## config.mk

```make
export PLATFORM = sky130hd
export DESIGN_NAME = seq_match_framer
export DESIGN_NICKNAME = d
export VERILOG_FILES = /design/src/rtl/seq_pkg.sv /design/src/rtl/seq_result_slot.sv /design/src/rtl/seq_match_framer.sv
export SDC_FILE = /design/constraint.sdc
export NUM_CORES = 1
export LEC_CHECK = 0
export ABC_AREA = 1
export ABC_CLOCK_PERIOD_IN_PS = 2800
export CORE_MARGIN = 2
export CORE_UTILIZATION = 55
export CTS_CLUSTER_DIAMETER = 120
export DETAILED_ROUTE_END_ITERATION = 6
export PLACE_DENSITY_LB_ADDON = 0.1
export SLEW_MARGIN = 10
export SYNTH_ARGS = -nofsm -noshare
export SYNTH_HDL_FRONTEND = slang
export SYNTH_SLANG_ARGS = --single-unit
```

## constraint.sdc

```tcl
create_clock -name clk -period 2.8 [get_ports clk]
set_input_delay 0.56 -clock clk [delete_from_list [all_inputs] [get_ports clk]]
set_output_delay 0.56 -clock clk [all_outputs]
set_load 0.05 [all_outputs]
```

## src/rtl/seq_pkg.sv

```systemverilog
// ---------------------------------------------------------------------------
// seq_pkg
// Shared definitions for the 1101 sequence detector and the match framer
// that sits downstream of it.
//   - frm_state_t : framer states (IDLE, RUN)
//   - S0..S3      : detector state encodings
//   - sat_inc     : saturating increment helper
// ---------------------------------------------------------------------------
package seq_pkg;

    // Framer FSM states
    typedef enum logic {
        IDLE = 1'b0,
        RUN  = 1'b1
    } frm_state_t;

    // Upstream 1101 Mealy detector states (number of pattern bits seen)
    localparam logic [1:0] S0 = 2'd0;
    localparam logic [1:0] S1 = 2'd1;
    localparam logic [1:0] S2 = 2'd2;
    localparam logic [1:0] S3 = 2'd3;

    // Returns value+1, or value unchanged once it has reached max_value.
    function automatic logic [31:0] sat_inc(input logic [31:0] value,
                                            input logic [31:0] max_value);
        return (value >= max_value) ? max_value : value + 32'd1;
    endfunction

endpackage

```

## src/rtl/seq_result_slot.sv

```systemverilog
// ---------------------------------------------------------------------------
// seq_result_slot
// One-entry valid/ready holding register for frame results.
//   clk, rst        : clock, asynchronous active-high reset
//   load            : a frame result is offered this cycle
//   load_count/found/first_idx : the offered result
//   res_ready       : consumer accepts the held result
//   res_valid/count/found/first_idx : held result (registered)
//   overrun         : sticky, set when an offered result is dropped
//   overrun_clr     : clears overrun (set wins when simultaneous)
// ---------------------------------------------------------------------------
module seq_result_slot #(
    parameter int CNT_W = 8,
    parameter int IDX_W = 6
) (
    input  logic             clk,
    input  logic             rst,
    input  logic             load,
    input  logic [CNT_W-1:0] load_count,
    input  logic             load_found,
    input  logic [IDX_W-1:0] load_first_idx,
    input  logic             res_ready,
    output logic             res_valid,
    output logic [CNT_W-1:0] res_count,
    output logic             res_found,
    output logic [IDX_W-1:0] res_first_idx,
    output logic             overrun,
    input  logic             overrun_clr
);

    logic xfer;
    logic accept;
    logic drop;

    // A result can enter when the slot is empty or is being drained this
    // very cycle; otherwise it is lost and the held result stays intact.
    assign xfer   = res_valid & res_ready;
    assign accept = load & (~res_valid | xfer);
    assign drop   = load & res_valid & ~res_ready;

    always_ff @(posedge clk or posedge rst) begin
        if (rst) begin
            res_valid     <= 1'b0;
            res_count     <= '0;
            res_found     <= 1'b0;
            res_first_idx <= '0;
        end else if (accept) begin
            res_valid     <= 1'b1;
            res_count     <= load_count;
            res_found     <= load_found;
            res_first_idx <= load_first_idx;
        end else if (xfer) begin
            res_valid     <= 1'b0;
        end
    end

    always_ff @(posedge clk or posedge rst) begin
        if (rst) begin
            overrun <= 1'b0;
        end else if (drop) begin
            overrun <= 1'b1;
        end else if (overrun_clr) begin
            overrun <= 1'b0;
        end
    end

endmodule

```

## src/rtl/seq_match_framer.sv

```systemverilog
// ---------------------------------------------------------------------------
// seq_match_framer
// Groups the detector's match pulses into frames of FRAME_LEN bit-cycles,
// counting matches and noting the index of the first one, and publishes
// each frame's result through a one-entry valid/ready slot.
//   clk, rst      : clock, asynchronous active-high reset
//   bit_en        : qualifies a bit-cycle
//   y_in          : match pulse from the detector
//   frame_start   : synchronous (re)start of framing
//   res_valid/res_ready : result handshake
//   res_count, res_found, res_first_idx : published frame result
//   overrun, overrun_clr : sticky dropped-result flag and its clear
// ---------------------------------------------------------------------------
module seq_match_framer
    import seq_pkg::*;
#(
    parameter int FRAME_LEN = 64,
    parameter int CNT_W     = 8,
    parameter int IDX_W     = 6
) (
    input  logic             clk,
    input  logic             rst,
    input  logic             bit_en,
    input  logic             y_in,
    input  logic             frame_start,
    output logic             res_valid,
    input  logic             res_ready,
    output logic [CNT_W-1:0] res_count,
    output logic             res_found,
    output logic [IDX_W-1:0] res_first_idx,
    output logic             overrun,
    input  logic             overrun_clr
);

    localparam logic [IDX_W-1:0] LAST_IDX = IDX_W'(FRAME_LEN - 1);
    localparam logic [31:0]      CNT_MAX  = (32'd1 << CNT_W) - 32'd1;

    frm_state_t       state_reg, state_next;
    logic [IDX_W-1:0] bit_idx_reg, bit_idx_next;
    logic [CNT_W-1:0] acc_cnt_reg, acc_cnt_next;
    logic             acc_found_reg, acc_found_next;
    logic [IDX_W-1:0] acc_first_reg, acc_first_next;

    logic             running;
    logic             frame_end;
    logic             restart;
    logic             sample;
    logic [IDX_W-1:0] base_idx;
    logic [CNT_W-1:0] base_cnt;
    logic             base_found;
    logic [IDX_W-1:0] base_first;
    logic [CNT_W-1:0] upd_cnt;
    logic             upd_found;
    logic [IDX_W-1:0] upd_first;

    // ---------------- FSM: state register ----------------
    always_ff @(posedge clk or posedge rst) begin
        if (rst) begin
            state_reg <= IDLE;
        end else begin
            state_reg <= state_next;
        end
    end

    // ---------------- FSM: next state ----------------
    always_comb begin
        state_next = state_reg;
        if (frame_start) begin
            state_next = RUN;
        end
    end

    // ---------------- FSM: outputs ----------------
    always_comb begin
        running = (state_reg == RUN);
    end

    // ---------------- Frame accumulation ----------------
    // A frame end wins over frame_start in the same cycle: the last bit is
    // counted into the finishing frame and the wrap already yields a clean
    // restart, so frame_start has nothing left to do.
    assign frame_end = running & bit_en & (bit_idx_reg == LAST_IDX);
    assign restart   = frame_start & ~frame_end;
    assign sample    = bit_en & (running | frame_start);

    // On restart the current bit is index 0 of a fresh frame, so it must be
    // folded into zeroed accumulators rather than the aborted ones.
    always_comb begin
        base_idx   = restart ? '0 : bit_idx_reg;
        base_cnt   = restart ? '0 : acc_cnt_reg;
        base_found = restart ? 1'b0 : acc_found_reg;
        base_first = restart ? '0 : acc_first_reg;

        upd_cnt    = y_in ? CNT_W'(sat_inc(32'(base_cnt), CNT_MAX)) : base_cnt;
        upd_found  = base_found | y_in;
        upd_first  = (y_in & ~base_found) ? base_idx : base_first;
    end

    always_comb begin
        bit_idx_next   = bit_idx_reg;
        acc_cnt_next   = acc_cnt_reg;
        acc_found_next = acc_found_reg;
        acc_first_next = acc_first_reg;
        if (frame_end) begin
            bit_idx_next   = '0;
            acc_cnt_next   = '0;
            acc_found_next = 1'b0;
            acc_first_next = '0;
        end else if (sample) begin
            bit_idx_next   = base_idx + IDX_W'(1);
            acc_cnt_next   = upd_cnt;
            acc_found_next = upd_found;
            acc_first_next = upd_first;
        end else if (restart) begin
            bit_idx_next   = '0;
            acc_cnt_next   = '0;
            acc_found_next = 1'b0;
            acc_first_next = '0;
        end
    end

    always_ff @(posedge clk or posedge rst) begin
        if (rst) begin
            bit_idx_reg   <= '0;
            acc_cnt_reg   <= '0;
            acc_found_reg <= 1'b0;
            acc_first_reg <= '0;
        end else begin
            bit_idx_reg   <= bit_idx_next;
            acc_cnt_reg   <= acc_cnt_next;
            acc_found_reg <= acc_found_next;
            acc_first_reg <= acc_first_next;
        end
    end

    // ---------------- Output slot ----------------
    seq_result_slot #(
        .CNT_W (CNT_W),
        .IDX_W (IDX_W)
    ) u_slot (
        .clk            (clk),
        .rst            (rst),
        .load           (frame_end),
        .load_count     (upd_cnt),
        .load_found     (upd_found),
        .load_first_idx (upd_first),
        .res_ready      (res_ready),
        .res_valid      (res_valid),
        .res_count      (res_count),
        .res_found      (res_found),
        .res_first_idx  (res_first_idx),
        .overrun        (overrun),
        .overrun_clr    (overrun_clr)
    );

endmodule

```

### Wire density map

(6 px per um) The die is cut into 13 by 13 equal tiles; dark blue is low, red is high, scaled to the fullest tile. Values are wire area over tile area, all layers added.
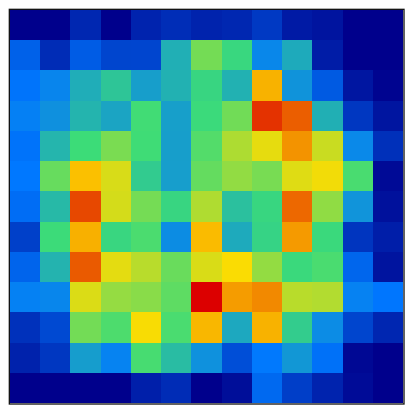
tiles over half the peak: 33%
fullest tile: 0.44
nearly empty tiles: 9.5%
wire per inst: 13.4 um
WL final: 4420 um
GRT Total Usage: 0.243
via count: 1,752

### Wiring by layer

(6 px per um) Two of the layers only.
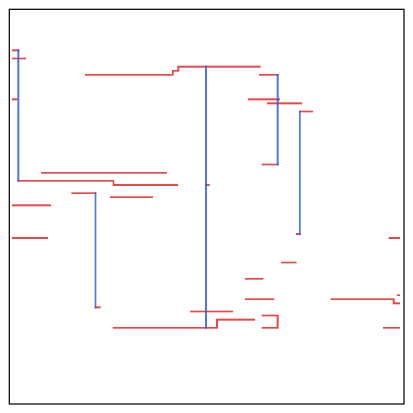
[blue] met4 | wire length: 120 um
[red] met3 | wire length: 189 um

### Cell placement

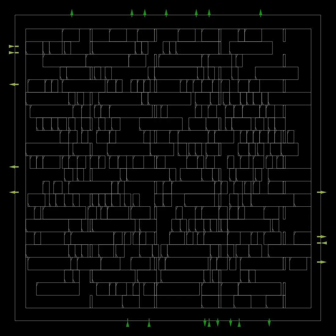
Flops: 39
register share of the cell area: 0.402

### I/O nets highlighted

(8 px per um)
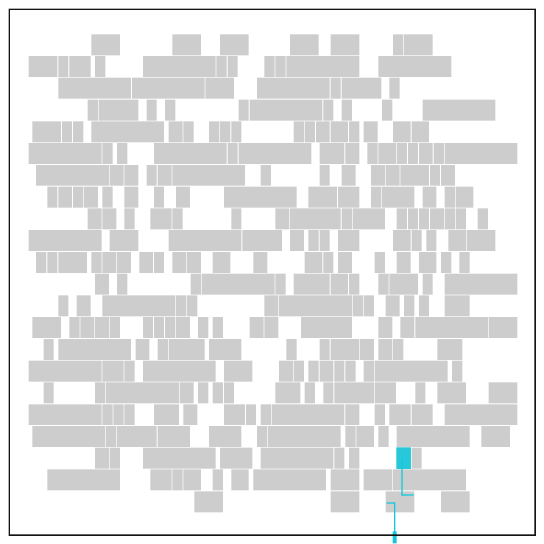
[cyan] overrun_clr | direction: input | end cells: 1 | buffers: 1 | wire: 10.3 um

### Where the registers sit

(8 px per um)
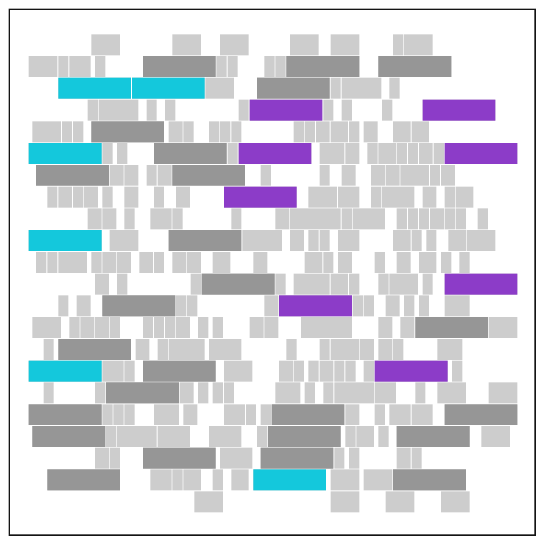
[purple] acc_cnt_reg | flops: 8
[cyan] u_slot.res_first_idx | flops: 6
not colored: 25

==> results.sh <==
# source this file to load flow results
export IMPL_finalMaxSlewViolations=0
export IMPL_hpwl_um=3050
export IMPL_htree_num_levels=2
export IMPL_gp_congestion=0.836
export IMPL_critical_path_top_delay_family="simple AND/OR/NAND/NOR gates"
export IMPL_power_leader="sequential cells"
export IMPL_drive_gt1_frac=0.149
export IMPL_ys_cells=255
export IMPL_dpl_cell_area_um2=2340
export IMPL_nClkBuffers=7
export IMPL_fp_dieW_um=65.5
export IMPL_grt_met3_usage=0.0736
export IMPL_cp_max_fo=18
export IMPL_fin_area_um2=2420
export IMPL_lay_top_count="nand2_1"
export IMPL_powerComb_mw=0.128
export IMPL_clockBufferDepth=2
export IMPL_area_delta_synth_final_pct=16.4
export IMPL_sh_comb_area=0.388
export IMPL_met3_wirelength_um=188
export IMPL_die_area_um2=4300
export IMPL_finalCriticalPeriod_ps=2260
export IMPL_worstSetupPathType="in -> reg"
export IMPL_whs_ps=480
export IMPL_root_buffer="clkbuf_8"
export IMPL_synthAoiAreaFrac=0.114
export IMPL_syn_area_um2=2080
export IMPL_outcome="complete, no violations"
export IMPL_final_setup_worst_slack_ps=536
export IMPL_rr_startpoint="bit_idx_reg[4]"
